## src/rtl/serframe_rx.sv

```systemverilog
// Serial counter-word receiver: oversamples sclk/sdin/sfrm with clk and rebuilds (WIDTH+1)-bit words.
// Optional even-parity trailer bit when SERFRAME_PARITY_EN is defined.
module serframe_rx #(
    parameter int WIDTH       = 30,
    parameter int TIMEOUT     = 16383,
    parameter int SYNC_STAGES = 2
) (
    input  logic           clk,
    input  logic           reset,
    input  logic           sclk,
    input  logic           sdin,
    input  logic           sfrm,
    output logic [WIDTH:0] dout,
    output logic           dvalid,
    input  logic           dack,
    output logic           ferr,
    output logic           ovr,
    output logic           busy,
    output logic [1:0]     fsm_state
);

`ifdef SERFRAME_PARITY_EN
    localparam int FRAME_BITS = WIDTH + 2;
`else
    localparam int FRAME_BITS = WIDTH + 1;
`endif
    localparam int CW = $clog2(FRAME_BITS + 1);
    localparam int TW = $clog2(TIMEOUT + 1);

    typedef enum logic [1:0] {
        IDLE     = 2'd0,
        SHIFT    = 2'd1,
        WAIT_END = 2'd2
    } state_t;

    state_t                  state;
    logic [1:0]              rst_pipe;
    logic                    rst_int;
    logic [SYNC_STAGES-1:0]  sclk_q;
    logic [SYNC_STAGES-1:0]  sdin_q;
    logic [SYNC_STAGES-1:0]  sfrm_q;
    logic                    sclk_d;
    logic                    sclk_s;
    logic                    sdin_s;
    logic                    sfrm_s;
    logic                    rise;
    logic [FRAME_BITS-1:0]   shreg;
    logic [FRAME_BITS-1:0]   shreg_shift;
    logic [CW-1:0]           cnt;
    logic [CW-1:0]           cnt_inc;
    logic [TW-1:0]           timer;
    logic                    last_bit;
    logic                    par_err;
    logic                    bad;
    logic [WIDTH:0]          frame_data;

    // Reset asserts asynchronously but releases on a clk edge.
    always_ff @(posedge clk or negedge reset) begin
        if (!reset) rst_pipe <= 2'b00;
        else        rst_pipe <= {rst_pipe[0], 1'b1};
    end
    assign rst_int = rst_pipe[1];

    always_ff @(posedge clk or negedge rst_int) begin
        if (!rst_int) begin
            sclk_q <= '0;
            sdin_q <= '0;
            sfrm_q <= '0;
            sclk_d <= 1'b0;
        end else begin
            sclk_q <= {sclk_q[SYNC_STAGES-2:0], sclk};
            sdin_q <= {sdin_q[SYNC_STAGES-2:0], sdin};
            sfrm_q <= {sfrm_q[SYNC_STAGES-2:0], sfrm};
            sclk_d <= sclk_s;
        end
    end

    assign sclk_s = sclk_q[SYNC_STAGES-1];
    assign sdin_s = sdin_q[SYNC_STAGES-1];
    assign sfrm_s = sfrm_q[SYNC_STAGES-1];
    assign rise   = sclk_s & ~sclk_d;

    always_comb begin
        shreg_shift = {shreg[FRAME_BITS-2:0], sdin_s};
        cnt_inc     = cnt + CW'(1);
        last_bit    = rise && (cnt_inc == CW'(FRAME_BITS));
`ifdef SERFRAME_PARITY_EN
        par_err     = ^shreg_shift;
`else
        par_err     = 1'b0;
`endif
        // Data always sits in the top WIDTH+1 bits; a parity trailer lands in bit 0.
        frame_data  = shreg[FRAME_BITS-1 -: WIDTH+1];
    end

    assign fsm_state = state;

    always_ff @(posedge clk or negedge rst_int) begin
        if (!rst_int) begin
            state  <= IDLE;
            shreg  <= '0;
            cnt    <= '0;
            timer  <= '0;
            bad    <= 1'b0;
            dout   <= '0;
            dvalid <= 1'b0;
            ferr   <= 1'b0;
            ovr    <= 1'b0;
            busy   <= 1'b0;
        end else begin
            ferr <= 1'b0;
            if (dvalid && dack) begin
                dvalid <= 1'b0;
                ovr    <= 1'b0;
            end

            case (state)
                IDLE: begin
                    if (sfrm_s) begin
                        state <= SHIFT;
                        cnt   <= '0;
                        timer <= '0;
                        bad   <= 1'b0;
                        busy  <= 1'b1;
                    end
                end

                SHIFT: begin
                    if (rise) begin
                        shreg <= shreg_shift;
                        cnt   <= cnt_inc;
                        timer <= '0;
                    end else if (timer != TW'(TIMEOUT)) begin
                        timer <= timer + TW'(1);
                    end

                    // A final bit coinciding with the frame fall still counts as complete.
                    if (last_bit) begin
                        state <= WAIT_END;
                        bad   <= par_err;
                        ferr  <= par_err;
                    end else if (!sfrm_s) begin
                        ferr  <= 1'b1;
                        state <= IDLE;
                        busy  <= 1'b0;
                    end else if (!rise && timer == TW'(TIMEOUT - 1)) begin
                        ferr  <= 1'b1;
                        state <= IDLE;
                        busy  <= 1'b0;
                    end
                end

                WAIT_END: begin
                    if (rise && !bad) begin
                        ferr <= 1'b1;
                        bad  <= 1'b1;
                    end
                    if (!sfrm_s) begin
                        state <= IDLE;
                        busy  <= 1'b0;
                        if (!bad && !rise) begin
                            if (!dvalid || dack) begin
                                dout   <= frame_data;
                                dvalid <= 1'b1;
                            end else begin
                                ovr <= 1'b1;
                            end
                        end
                    end
                end

                default: begin
                    state <= IDLE;
                    busy  <= 1'b0;
                end
            endcase
        end
    end

endmodule

```

## config.mk

```make
export PLATFORM = sky130hd
export DESIGN_NAME = serframe_rx
export DESIGN_NICKNAME = d
export VERILOG_FILES = /design/src/rtl/serframe_rx.sv
export SDC_FILE = /design/constraint.sdc
export NUM_CORES = 1
export LEC_CHECK = 0
export CELL_PAD_IN_SITES_DETAIL_PLACEMENT = 1
export CELL_PAD_IN_SITES_GLOBAL_PLACEMENT = 1
export CORE_MARGIN = 2
export CORE_UTILIZATION = 40
export CTS_BUF_LIST = sky130_fd_sc_hd__clkbuf_16
export DETAILED_ROUTE_END_ITERATION = 10
export GPL_TIMING_DRIVEN = 0
export HOLD_SLACK_MARGIN = 0.03
export MAX_ROUTING_LAYER = met4
export PLACE_DENSITY_LB_ADDON = 0.3
export SYNTH_ARGS = -nofsm -noshare
export SYNTH_HDL_FRONTEND = slang
export SYNTH_SLANG_ARGS = --single-unit
export TNS_END_PERCENT = 1
```

## constraint.sdc

```tcl
create_clock -name clk -period 6.85 [get_ports clk]
set_input_delay 1.0275 -clock clk [delete_from_list [all_inputs] [get_ports clk]]
set_output_delay 1.0275 -clock clk [all_outputs]
set_load 0.01 [all_outputs]
```

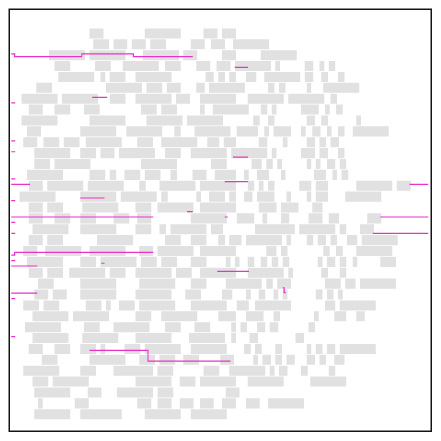
run_1/met3.png
Drawn at 4 px/micron. Cells faint in the background.
The layer holds 2.9% of the routed length. The wires run mostly horizontal. The longest straight run is 35.2 microns. The layer carries 241 microns of wire.

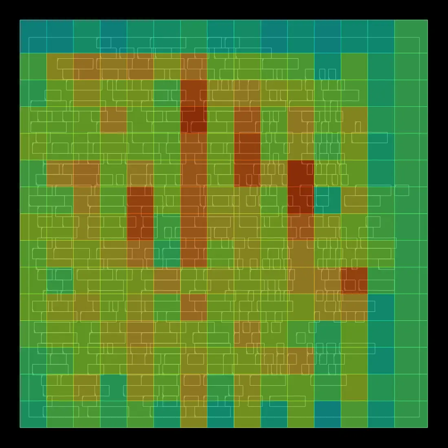
run_1/final_congestion.png
met3 usage: 3.37%
WL/cell: 16.2 microns
met1 Resource Use GR: 20.6%
final core utilization: 50.4%

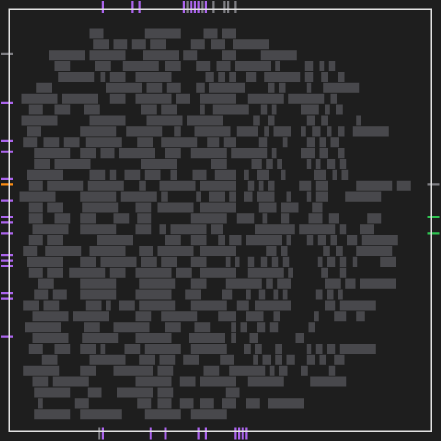
run_1/pins.png
Drawn at 4 px/micron. Pins as bars across the die edge, other pins in gray.
Key: sdin = orange [pins 1, direction input, edge west]; fsm_state = green [pins 2, direction output, edge east]; dout = purple [pins 31, direction output, edge 14 west, 9 south, 8 north]
All pins by edge: 16 west, 14 north, 10 south, 3 east.

==> CHANGELOG.md, run 1 <==
### Changed

* Status: completed
* Final Hold Fails at 0
* CTS clk-pin slew, worst paths at 0.07 ns
* Largest net degree at the start of global routing at 67
* Routed Antenna Nets at 0
* Pre-CTS setup slack at 4.26 ns
* Worst-case reg-to-reg path depth at 7
* Iteration count of the initial detailed-routing pass at 4
* PnR worst setup slack at 4.46 ns
* Setup Crit Path Kind: reg -> out
* Gr usage total at 16.9%
* Starting Density at 41.5%
* Worst path depth at 1
* CP max-delay cell: clkdlybuf4s50_1
* Drt initial violations at 59
* Register share after synthesis at 59.3%
* RSZ-0062 raised after global routing: no
* Top Ports at 43
* Die H at 105 microns
* Asr flop ratio synth at 100%
* WP data required at 5.82 ns
* Seq. cell area at 2430 sq um
* Max Clock Freq at 418 MHz
* Synthesis-to-finish area growth at 21.6%
* Die area at 11,100 sq um
* Routed WL at 8220 microns
* Highest-count logic cell in the final layout: dfrtp_1
* Ys Warns at 0
* PD cells at 278 nW/um^2
* Reg2reg start: fsm_state[1]$_DFFE_PN0P_
* Min-Delay Path Class: reg -> async
* Comb area at 1580 sq um
* CP startpoint kind: register
* Cycle use final at 34.9%
* Main flop type: dfrtp_1
* Hold Slack at 0.263 ns
* Vias at 2,634
* Worst stage delay on the critical path at 0.58 ns
* Post-synthesis cell area at 4090 sq um
* Post-cts hold-fix buffer tally at 0
* Cells after synthesis at 316
* Tmin final at 2.39 ns
* Final Cell Area at 4980 sq um
* Synthesized chip area reported by yosys at 4090 sq um
* Dpl cell area at 4710 sq um
* Number of fill cells in the layout at 1,011
* Syn avg cell area at 12.9 sq um
* Post-synth EDFFs at 0
* Total Power at 1.39 mW
* Leakage power at 2.30 nW
* Crit path buf inv count at 1
* Max Clock Skew at 0.00733 ns
* Drt via density at 5.19
* Placer Congestion at 0.756
* CP Data Arrival Time at 1.37 ns
* Total gr overflow at 0
* Top Layout Cells: dfrtp_1, mux2_2, clkdlybuf4s50_1
* DPL Wire Length at 5640 microns
* # rows at 36
* Crit path max fanout at 5
* CTS Buffer Depth at 2
* CTS tree: yes
* Worst path cell trace: clkdlybuf4s50_1
* CTS Buf Count at 9
* IO Port Bufs at 42
* Nets at 384
* First-pass GRT wire length at 14,200 microns
* # setup viols final at 0
* Core Region at 9860 sq um
* CP top delay family: buffers and inverters
* VDD IR max at 0.168 mV
* Cells in synth_stat.txt at 316
* Count of tool warnings at 31
* Crit. Startpoint: fsm_state[1]$_DFFE_PN0P_
* CP endpoint kind: primary output
* Pins Over Slew Limit at 0
* Synth Register Bits at 97
* Number of global-route vias before repair at 2,846
* Initial antenna violation count at 0
* Share of layout cells above drive strength 1 at 25.3%
* Tightest Pin Transition at 0.744 ns
* Post-CTS Setup Repair Bufs at 0
* Reg-to-reg slack, setup at 4.58 ns
* Post-CTS sizing at 0
* Slew headroom at 49.9%
* Insertion Delay late pin at 0.34 ns
* Mapped Nets at 330
* Max cap viols at 0
* N_diodes at 0
* H-tree depth at 3
* Yosys cell types at 41
* DRC at 0
* Die Wd at 105 microns
* Root Buffer: clkbuf_16
* Setup tns final at 0 ns
* CTS Sinks at 97
## run 1: through the flow
stage | util (%) | cells
2_1_floorplan | - | 316
3_3_place_gp | 47.4 | 491
3_5_place_dp | 47.7 | 492
4_1_cts | 50.4 | 508
5_1_grt | 50.4 | 508
6_report | 50.4 | 508
## run 1: area by class of cell
| type | count | area share (%) |
|---|---|---|
| multi-input combinational | 201 | 31.7 |
| clock inverter | 7 | 0.830 |
| inverter | 6 | 0.453 |
| buffer | 12 | 1.26 |
| tap | 133 | 3.34 |
| sequential | 97 | 48.9 |
| clock buffer | 9 | 4.53 |
| timing repair buffer | 43 | 9.00 |
## run 1: power by group
group	switching, mW	internal [mW]	total [mW]
clock network	0.214	0.244	0.458
registers	0.0527	0.626	0.679
logic	0.139	0.110	0.249
total	0.406	0.980	1.39
## run 1: cell families (layout without fill, tap and decap cells)
family | after synthesis | count (layout) | synth area share (%)
flops | 97 | 97 | 59.3
mux | 64 | 64 | 17.6
fa+ha+maj | 8 | 8 | 2.45
other cells | 1 | 1 | 0.0917
simple gates | 71 | 71 | 9.42
buf+inv | 18 | 77 | 2.08
compound gates | 57 | 57 | 9.02
## run 1: state kept, by name (all words and copies together), names as in the netlist, 2 cells and up
register    count
rst_pipe        2
timer          14
sdin_q          2
sfrm_q          2
frame_data     31
dout           31
cnt             5
fsm_state       2
sclk_q          2
## run 1: routing by layer
metal  global-route usage (%)  up-vias  part of all wire, %  wire length (microns)
li1                         -     1244                    -                      -
met1                     20.6     1345                   45                   3680
met2                     27.2       30                   50                   4120
met3                     3.37       15                  2.9                    241
met4                     7.71        0                  2.1                    175
met5                        -        -                    0                      0
## run 1: cells in the mapped netlist (2+ instances only)
master,n,share of area [%]
nand2_1,19,1.7
nor3_1,5,0.61
clkbuf_1,3,0.28
nand3_1,5,0.61
and3_1,3,0.46
dfrtp_1,97,59
nor2b_1,3,0.46
o21ai_1,3,0.37
nor2_1,11,1.0
nand4b_1,2,0.43
a31oi_1,2,0.31
nand2b_1,11,1.7
inv_1,6,0.55
ha_1,8,2.4
a41oi_1,2,0.43
a21oi_1,10,1.2
mux2_2,63,17
o21ai_0,25,3.1
nand4_1,3,0.46
o31ai_1,6,1.1
buf_2,8,0.98
nor4_1,2,0.31
## run 1: final timing paths
| path | endpoint |
|---|---|
| setup / recovery | fsm_state[1] |
| hold / removal | frame_data[20]$_DFFE_PN0P_ |
| setup reg to reg | timer[7]$_DFFE_PN0P_ |
| hold reg to reg | frame_data[20]$_DFFE_PN0P_ |
| max in group asynchronous | rst_pipe[1]$_DFF_PN0_ |
| min in group clk | sfrm_q[1]$_DFF_PN0_ |
## Run 2: what changed since run 1
==> constraint.sdc (replaced) <==
create_clock -name clk -period 2.15 [get_ports clk]
set_input_delay 0.3225 -clock clk [delete_from_list [all_inputs] [get_ports clk]]
set_output_delay 0.3225 -clock clk [all_outputs]
set_load 0.01 [all_outputs]
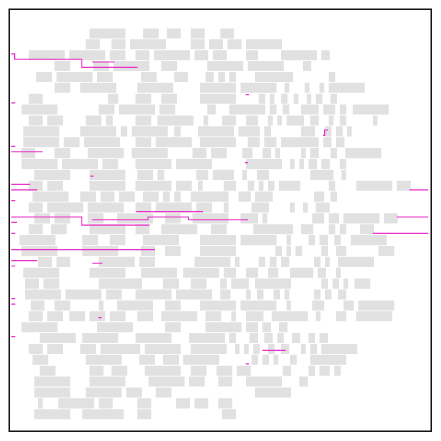
run_2/met3.png
Drawn at 4 px/micron. Cells faint in the background.
The layer holds 2.9% of the routed length. 22 nets have wire on it.

==> run 2 against run 1 <==
Setup slack worse by 4.3 ns. Flip-flop count stayed put. Largest power group unchanged. Via count hardly changed. Total power went up to 3.3 times the previous value. Clock power went up to 3.6 times the previous value. Synthesized area stayed put. Final cell count stayed put.
==> CHANGELOG.md, run 2 <==
### Changed

* Status: completed
* Top cells by count: dfrtp_1, mux2_2, o21ai_0, nand2_1
* Number of global-route vias before repair at 2,802
* Vias at 2,635
* Worst stage delay on the critical path at 0.44 ns
* First-pass GRT wire length at 14,100 microns
* Insertion Delay late pin at 0.35 ns
* Die Wd at 105 microns
* Routed Antenna Nets at 0
* Highest-count logic cell in the final layout: dfrtp_1
* # rows at 36
* Count of tool warnings at 31
* Slew headroom at 66.0%
* Hold Slack at 0.132 ns
* CTS Sinks at 97
* Setup tns final at 0 ns
* N_diodes at 0
* WP data required at 2.38 ns
* Post-synthesis cell area at 4090 sq um
* CTS tree: yes
* Dpl cell area at 4710 sq um
* VDD IR max at 0.524 mV
* Reg2reg start: fsm_state[0]$_DFFE_PN0P_
* Cells after synthesis at 316
* CP Data Arrival Time at 2.22 ns
* Core Region at 9860 sq um
* Cycle use final at 92.9%
* Routed WL at 8190 microns
* Reg-to-reg slack, setup at 0.15 ns
* CTS Buf Count at 9
* Gr usage total at 16.6%
* Max Clock Freq at 500 MHz
* CTS Buffer Depth at 2
* Post-CTS Setup Repair Bufs at 0
* Total Power at 4.62 mW
* Placer Congestion at 0.761
* Post-synth EDFFs at 0
* Register share after synthesis at 59.3%
* Post-synth top area cell: dfrtp_1
* Max cap viols at 0
* Synth Register Bits at 97
* CP startpoint kind: register
* Worst-case reg-to-reg path depth at 8
* Synthesized chip area reported by yosys at 4090 sq um
* Capturing point of the worst reg2reg path: timer[11]$_DFFE_PN0P_
* Die H at 105 microns
* Tmin final at 2.00 ns
* Synthesis-to-finish area growth at 23.2%
* Min-Delay Path Class: in -> async
* H-tree depth at 3
* Largest net degree at the start of global routing at 59
* PD cells at 916 nW/um^2
* Iteration count of the initial detailed-routing pass at 4
* Starting Density at 41.5%
* Tightest Pin Transition at 0.509 ns
* Total gr overflow at 0
* WL/cell at 16.1 microns
* Leakage power at 2.32 nW
* Main flop type: dfrtp_1
* Ys Warns at 0
* Final Hold Fails at 0
* IO Port Bufs at 42
* Die area at 11,100 sq um
* Max-area cell share at 59.3%
* Pins Over Slew Limit at 0
* Top-count cell post-synth: dfrtp_1
* DPL Wire Length at 5750 microns
* Crit path max fanout at 10
* CTS clk-pin slew, worst paths at 0.07 ns
* Initial antenna violation count at 0
* DRC at 0
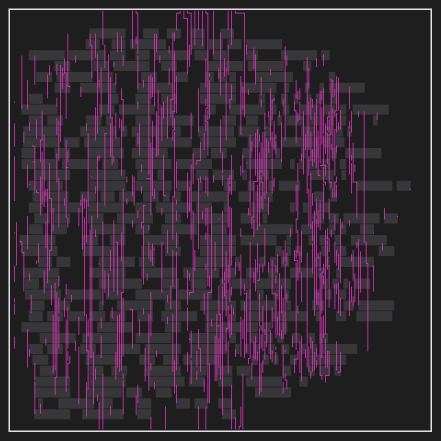
run_2/met2.png
Drawn at 4 px/micron. Cells faint in the background.
The longest straight run is 35.4 microns. The layer carries 4,210 microns of wire. The wires run mostly vertical.

run 2: cell counts after synthesis:
No cell type changed its count.
run 2: worst max path at each step:
stage | start | endpoint | slack, ns | depth (start not counted)
floorplan | cnt[0]$_DFFE_PN0P_ | fsm_state[0]$_DFFE_PN0P_ | 0.31 | 6
global placement | fsm_state[1]$_DFFE_PN0P_ | timer[7]$_DFFE_PN0P_ | -0.12 | 7
detailed placement | fsm_state[1]$_DFFE_PN0P_ | timer[7]$_DFFE_PN0P_ | -0.18 | 7
CTS | fsm_state[1]$_DFFE_PN0P_ | timer[7]$_DFFE_PN0P_ | 0.05 | 7
global route | fsm_state[0]$_DFFE_PN0P_ | timer[12]$_DFFE_PN0P_ | 0.001 | 8
finish | fsm_state[0]$_DFFE_PN0P_ | timer[11]$_DFFE_PN0P_ | 0.15 | 8
run 2: through the flow:
step / cells / setup WS [ns] / util (%)
final: 508 / 0.152 / 51.1
after CTS: 508 / 0.0466 / 50.8
after global placement: 491 / -0.118 / 47.4
after floorplan: 316 / 0.309 / -
after global routing: 508 / 0.00118 / 51.1
after detailed placement: 492 / -0.179 / 47.7
run 2: final cells by class:
class | count | area [sq um]
fillers | 1008 | 4820
flip-flops and latches | 97 | 2430
multi-input cells | 201 | 1610
repair buffers | 43 | 448
clock buffers | 9 | 225
well taps | 133 | 166
clock inverters | 7 | 76.3
plain buffers | 12 | 62.6
inverters | 6 | 22.5
run 2: cells by family (layout without fill, tap and decap cells):
logic type	Yosys count	in the layout	synth area share, %
other	1	1	0.0917
flip-flops	97	97	59.3
AND/OR/NAND/NOR	71	71	9.42
buffers and inverters	18	77	2.08
adder cells (fa/ha/maj)	8	8	2.45
multiplexers	64	64	17.6
AND-OR/OR-AND	57	57	9.02
run 2: critical path, delay by kind of cell (launching register included):
kind            cells  cell delay [ns]
compound gates      4             0.73
fa+ha+maj           1             0.28
buf+inv             2             0.29
flops               1             0.44
simple gates        1             0.13
run 2: where the power goes:
part / leakage (nW) / internal [mW] / switching, mW
combinational: 0.870 / 0.364 / 0.454
clock: 0.144 / 0.912 / 0.720
sequential: 1.30 / 2.00 / 0.172
run 2: timing repair:
action	4_1_cts	5_1_grt
setup endpoints to repair	9	14
hold buffers	0	0
pin swaps	0	1
cloned	0	0
gates resized	1	10
run 2: layer usage:
metal  routed length [microns]  vias to the layer above  global-route usage, %
met5                         0                        -                      -
met3                       235                       12                   2.99
li1                          -                     1243                      -
met4                       167                        0                   6.95
met2                      4210                       31                   26.7
met1                      3580                     1349                   20.6
Power figures rest on the tool's default switching activity, not on a simulated workload.
